Fig. 1: metal layers overlaid
The bar under the picture is 20 µm long.
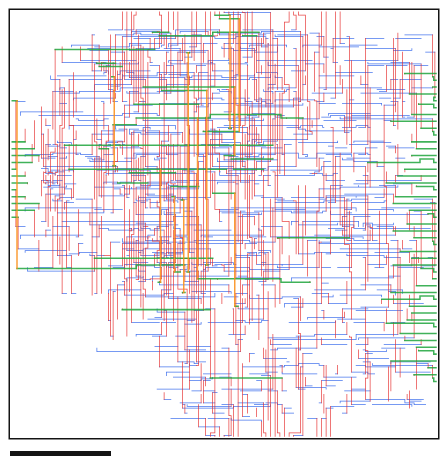
Fig. 2: gate families picked out
The bar under the picture is 20 µm long.
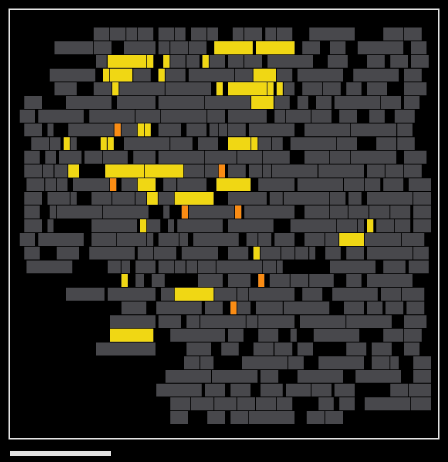
Fig. 3: placement by cell class
The bar under the picture is 20 µm long. Fill, decap, tap and diode cells in gray.
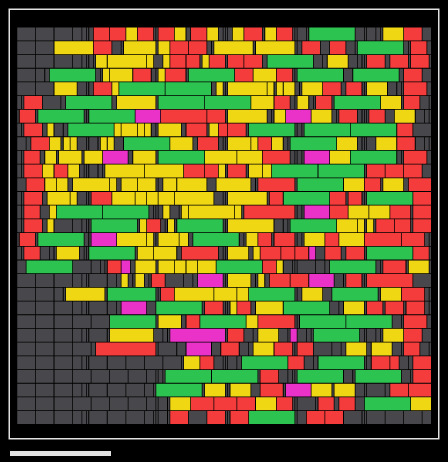
Fig. 4: placed standard cells
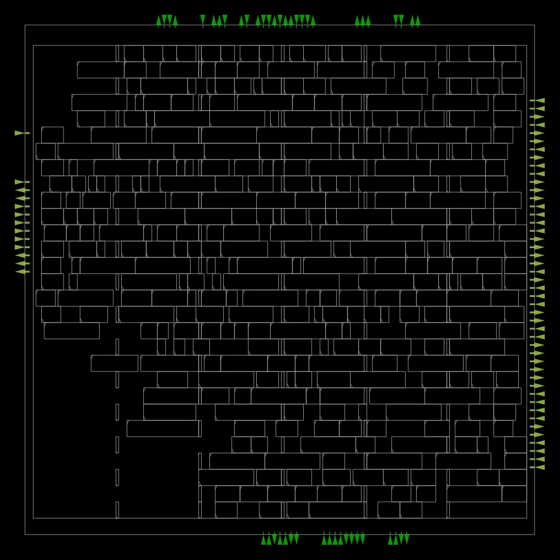
$ cat config.mk
export PLATFORM = sky130hd
export DESIGN_NAME = mem_ctrl
export DESIGN_NICKNAME = d
export VERILOG_FILES = /design/src/rtl/mem_ctrl_pkg.sv /design/src/rtl/wdt_counter.sv /design/src/rtl/mem_ctrl.sv
export SDC_FILE = /design/constraint.sdc
export NUM_CORES = 1
export LEC_CHECK = 0
export CAP_MARGIN = 25
export CORE_UTILIZATION = 39
export CTS_CLUSTER_DIAMETER = 30
export DETAILED_ROUTE_END_ITERATION = 10
export PLACE_DENSITY = 0.79
export SETUP_SLACK_MARGIN = 0.4
export SKIP_LAST_GASP = 1
export SLEW_MARGIN = 20
export SYNTH_ARGS = -nofsm -noshare
export SYNTH_HDL_FRONTEND = slang
export SYNTH_HIERARCHICAL = 1
export SYNTH_SLANG_ARGS = --single-unit
$ cat constraint.sdc
create_clock -name clk -period 1.97 [get_ports clk]
set_clock_uncertainty 0.05 [all_clocks]
set_input_delay 0.2955 -clock clk [delete_from_list [all_inputs] [get_ports clk]]
set_output_delay 0.2955 -clock clk [all_outputs]
set_load 0.01 [all_outputs]
$ cat src/rtl/mem_ctrl_pkg.sv
// Shared types and constants for the CPU-to-Avalon memory bridge.
package mem_ctrl_pkg;

    typedef enum logic [1:0] {
        IDLE,
        REQ,
        WAIT_DATA,
        DONE
    } mem_state_t;

    localparam logic [15:0] TIMEOUT_RDDATA = 16'hDEAD;
    localparam int          BYTE_AW        = 16;
    localparam int          WORD_AW        = 15;

endpackage

$ cat src/rtl/wdt_counter.sv
// Saturating transaction watchdog; expired is high once TIMEOUT_CYCLES
// enabled cycles have elapsed since the last clear.
module wdt_counter #(
    parameter int TIMEOUT_CYCLES = 64
) (
    input  logic clk,
    input  logic reset,
    input  logic clr,
    input  logic en,
    output logic expired
);

    localparam int            CW    = $clog2(TIMEOUT_CYCLES + 1);
    localparam logic [CW-1:0] LIMIT = CW'(TIMEOUT_CYCLES);

    logic [CW-1:0] cnt;
    logic [CW-1:0] cnt_nxt;

    always_comb begin
        cnt_nxt = cnt;
        if (clr)
            cnt_nxt = '0;
        else if (en && cnt != LIMIT)
            cnt_nxt = cnt + 1'b1;
    end

    // expired tracks the count so the FSM sees it in the cycle the limit is reached
    always_ff @(posedge clk or negedge reset) begin
        if (!reset) begin
            cnt     <= '0;
            expired <= 1'b0;
        end else begin
            cnt     <= cnt_nxt;
            expired <= (cnt_nxt == LIMIT);
        end
    end

endmodule

$ cat src/rtl/mem_ctrl.sv
// Bridges the single-cycle CPU memory port to an Avalon-MM bus with wait
// states and variable read latency; stalls the CPU until each access ends.
module mem_ctrl
    import mem_ctrl_pkg::*;
#(
    parameter int TIMEOUT_CYCLES = 64
) (
    input  logic                clk,
    input  logic                reset,
    input  logic [BYTE_AW-1:0]  i_cpu_addr,
    input  logic                i_cpu_rd,
    input  logic                i_cpu_wr,
    input  logic [15:0]         i_cpu_wrdata,
    output logic [15:0]         o_cpu_rddata,
    output logic                o_cpu_stall,
    output logic [WORD_AW-1:0]  o_avm_address,
    output logic                o_avm_read,
    output logic                o_avm_write,
    output logic [15:0]         o_avm_writedata,
    input  logic [15:0]         i_avm_readdata,
    input  logic                i_avm_readdatavalid,
    input  logic                i_avm_waitrequest,
    output logic                o_err,
    input  logic                i_err_clr
);

    mem_state_t  state, state_nxt;
    logic        is_wr;
    logic        capture;
    logic        expired;
    logic        rd_load;
    logic [15:0] rd_val;
    logic        err_set;

    assign capture = (state == IDLE) && (i_cpu_rd || i_cpu_wr);

    wdt_counter #(
        .TIMEOUT_CYCLES(TIMEOUT_CYCLES)
    ) u_wdt (
        .clk    (clk),
        .reset  (reset),
        .clr    (capture),
        .en     ((state == REQ) || (state == WAIT_DATA)),
        .expired(expired)
    );

    always_comb begin
        state_nxt   = state;
        rd_load     = 1'b0;
        rd_val      = i_avm_readdata;
        err_set     = 1'b0;
        o_avm_read  = 1'b0;
        o_avm_write = 1'b0;
        o_cpu_stall = capture || (state == REQ) || (state == WAIT_DATA);
        case (state)
            IDLE: begin
                if (capture) begin
                    state_nxt = REQ;
                    err_set   = i_cpu_addr[0];
                end
            end
            REQ: begin
                // a timeout outranks acceptance: strobes are already withdrawn
                if (expired) begin
                    state_nxt = DONE;
                    err_set   = 1'b1;
                    rd_load   = !is_wr;
                    rd_val    = TIMEOUT_RDDATA;
                end else begin
                    o_avm_write = is_wr;
                    o_avm_read  = !is_wr;
                    if (!i_avm_waitrequest) begin
                        if (is_wr) begin
                            state_nxt = DONE;
                        end else if (i_avm_readdatavalid) begin
                            state_nxt = DONE;
                            rd_load   = 1'b1;
                        end else begin
                            state_nxt = WAIT_DATA;
                        end
                    end
                end
            end
            WAIT_DATA: begin
                if (expired) begin
                    state_nxt = DONE;
                    err_set   = 1'b1;
                    rd_load   = 1'b1;
                    rd_val    = TIMEOUT_RDDATA;
                end else if (i_avm_readdatavalid) begin
                    state_nxt = DONE;
                    rd_load   = 1'b1;
                end
            end
            DONE:    state_nxt = IDLE;
            default: state_nxt = IDLE;
        endcase
    end

    always_ff @(posedge clk or negedge reset) begin
        if (!reset) begin
            state           <= IDLE;
            is_wr           <= 1'b0;
            o_avm_address   <= '0;
            o_avm_writedata <= '0;
            o_cpu_rddata    <= '0;
            o_err           <= 1'b0;
        end else begin
            state <= state_nxt;
            if (capture) begin
                o_avm_address   <= i_cpu_addr[BYTE_AW-1:1];
                o_avm_writedata <= i_cpu_wrdata;
                is_wr           <= i_cpu_wr;
            end
            if (rd_load)
                o_cpu_rddata <= rd_val;
            if (err_set)
                o_err <= 1'b1;
            else if (i_err_clr)
                o_err <= 1'b0;
        end
    end

endmodule

==> out/metrics.yaml <==
cells_and_area:
  finalInstanceArea_mm2: 0.00472
  layout_top_cell: "dfrtp_1"
  n_antenna_cell: 0
  fin_nets: 422
  top_regs: "o_avm_writedata x16, o_cpu_rddata x16, o_avm_address x15"
route:
  drt_iter0_markers: 150
  dr_wl_met2_um: 4270
  wl_um: 8680
  vias: 2444
  drt-met1-wl_um: 3430
  avgViaCountPerCell: 5.53
  drc: 0
  avgRoutedWirePerCell_um: 19.6
  highest_layer: "met4"
pwr:
  p_comb_share_pct: 58.5
  p_clk_share_pct: 14.3
  power.density_mw_per_mm2: 1650
  pg_seq_mw: 2.13
  top_power_group: "combinational logic"
  cell_internal_pwr_mw: 4.74
  vdd_drop_max_v: 0.000835
  seqPwrFrac_pct: 27.2
  p_leak_nw: 2.06
worst_setup_path:
  slowest_stage: "dfrtp_1"
  crit_type: "flop to output port"
  cp_data_arrival_time_ns: 1.56
  reg2reg_depth: 6
  r2r-start: "state[0]"
  crit_buf_inv: 2
  worst_r2r_endpoint: "u_wdt/expired"
  crit_family: "simple AND/OR/NAND/NOR gates"
placed_design:
  hpwl_um: 4670
  port_buffers: 105
sta:
  relSlewSlack_pct: 58.7
  worstMarginPinSlew_ns: 0.617
  post-route-min-period_ns: 1.91
  fmax_mhz: 525
  whs_ns: 0.326
  setup_ws_ns: 0.0637
  final.period_utilization_pct: 96.8
  slew_violations: 0
die:
  die_w_um: 85.0
  core_mm2: 0.00649
  die_y_um: 85.0
global_routing:
  groute.usage.overall_pct: 21.9
  overflow: 0
  grt_start_max_net_pins: 26
  antenna_found_initial: 0
  grt_util_met2_pct: 36.1
  met3_usage_pct: 7.10
  busiest_layer: "met2"
  grt_pass1_wl_um: 12100
  use_met1_pct: 26.8
logic_synthesis:
  yosys_area_mm2: 0.00269
  avgSynthCellArea_um2: 12.1
  synth-cells-yosys: 222
  yosysTopAreaCell: "dfrtp_1"
  aoi_share_pct: 9.87
  fp_nets: 283
  topCombFamilyByArea: "multiplexers"
  ys.flop_type: "dfrtp_1"
  synthMuxAreaShare_pct: 13.7
  syn_area_mm2: 0.00269
  ys_seq_elements: 59
  synth_cells: 222
  common_cells: "dfrtp_1, mux2_1, nor2_1, a31oi_1, nand2_1"
  most_common_cell: "dfrtp_1"
  yosysUniqueCellTypes: 43
  ys_sh_xor_pct: 0.978
clock_tree:
  cts-hold-fix-buffers: 1
  cts_tree: "yes"
  cts_buffer_depth: 2
  post_cts_buffers: 15
  cts.clk_slew.worst_paths_ns: 0.06
  h-tree-depth: 3
  ctsResizeCount: 68
  cts_sinks: 59
  cts_root_buffer: "clkbuf_8"
outcome:
  run_status: "finished, final reports clean"
flow_run:
  warnings: 33
  cap_violations: 0
min_path:
  hp-class: "input port to asynchronous set/reset pin"
Back to the opening pictures, Fig. 1:
legend:
  red:
    layer: metal 2
    wire_length: 4270 µm
  green:
    layer: metal 3
    wire_length: 682 µm
  blue:
    layer: metal 1
    wire_length: 3430 µm
  orange:
    layer: metal 4
    wire_length: 298 µm

Back to the opening pictures, Fig. 2:
legend:
  yellow:
    family: nor cells
    cells: 37
  orange:
    family: inv cells
    cells: 7
    where: center

Back to the opening pictures, Fig. 3:
legend:
  red:
    class: remaining buffers and delay cells
    cells: 140
    share_of_their_area: 31%
  yellow:
    class: combinational and other logic
    cells: 151
    share_of_their_area: 32%
  magenta:
    class: clock drivers and dummy loads
    cells: 15
    share_of_their_area: 4.2%
  green:
    class: sequential cells
    cells: 59
    share_of_their_area: 32%

Back to the opening pictures, Fig. 4:
Cell Rows: 29
Final Util: 72.6%
FILL cells: 442
seq_cells: 59
Seq area share: 31.3%

area by class of cell:
class                   count  area (µm²)  share of cell area (%)
flip-flops and latches     59        1480                    31.3
multi-input cells         144        1470                    31.2
repair buffers            140        1450                    30.8
clock buffers              13         159                    3.37
well taps                  77        96.3                    2.04
clock inverters             2        35.0                   0.743
inverters                   7        26.3                   0.557
worst max-delay path by stage:
| stage | end | depth (start not counted) | slack [ns] | from |
|---|---|---|---|---|
| floorplan | o_cpu_stall | 6 | 0.26 | state[0] |
| global placement | o_cpu_stall | 5 | -0.17 | i_cpu_wr |
| detailed placement | o_cpu_stall | 5 | -0.19 | i_cpu_wr |
| CTS | o_cpu_stall | 5 | 0.06 | state[1] |
| global route | o_cpu_stall | 5 | 0.01 | state[1] |
| finish | o_cpu_stall | 5 | 0.06 | state[1] |
Power figures rest on the tool's default switching activity, not on a simulated workload.
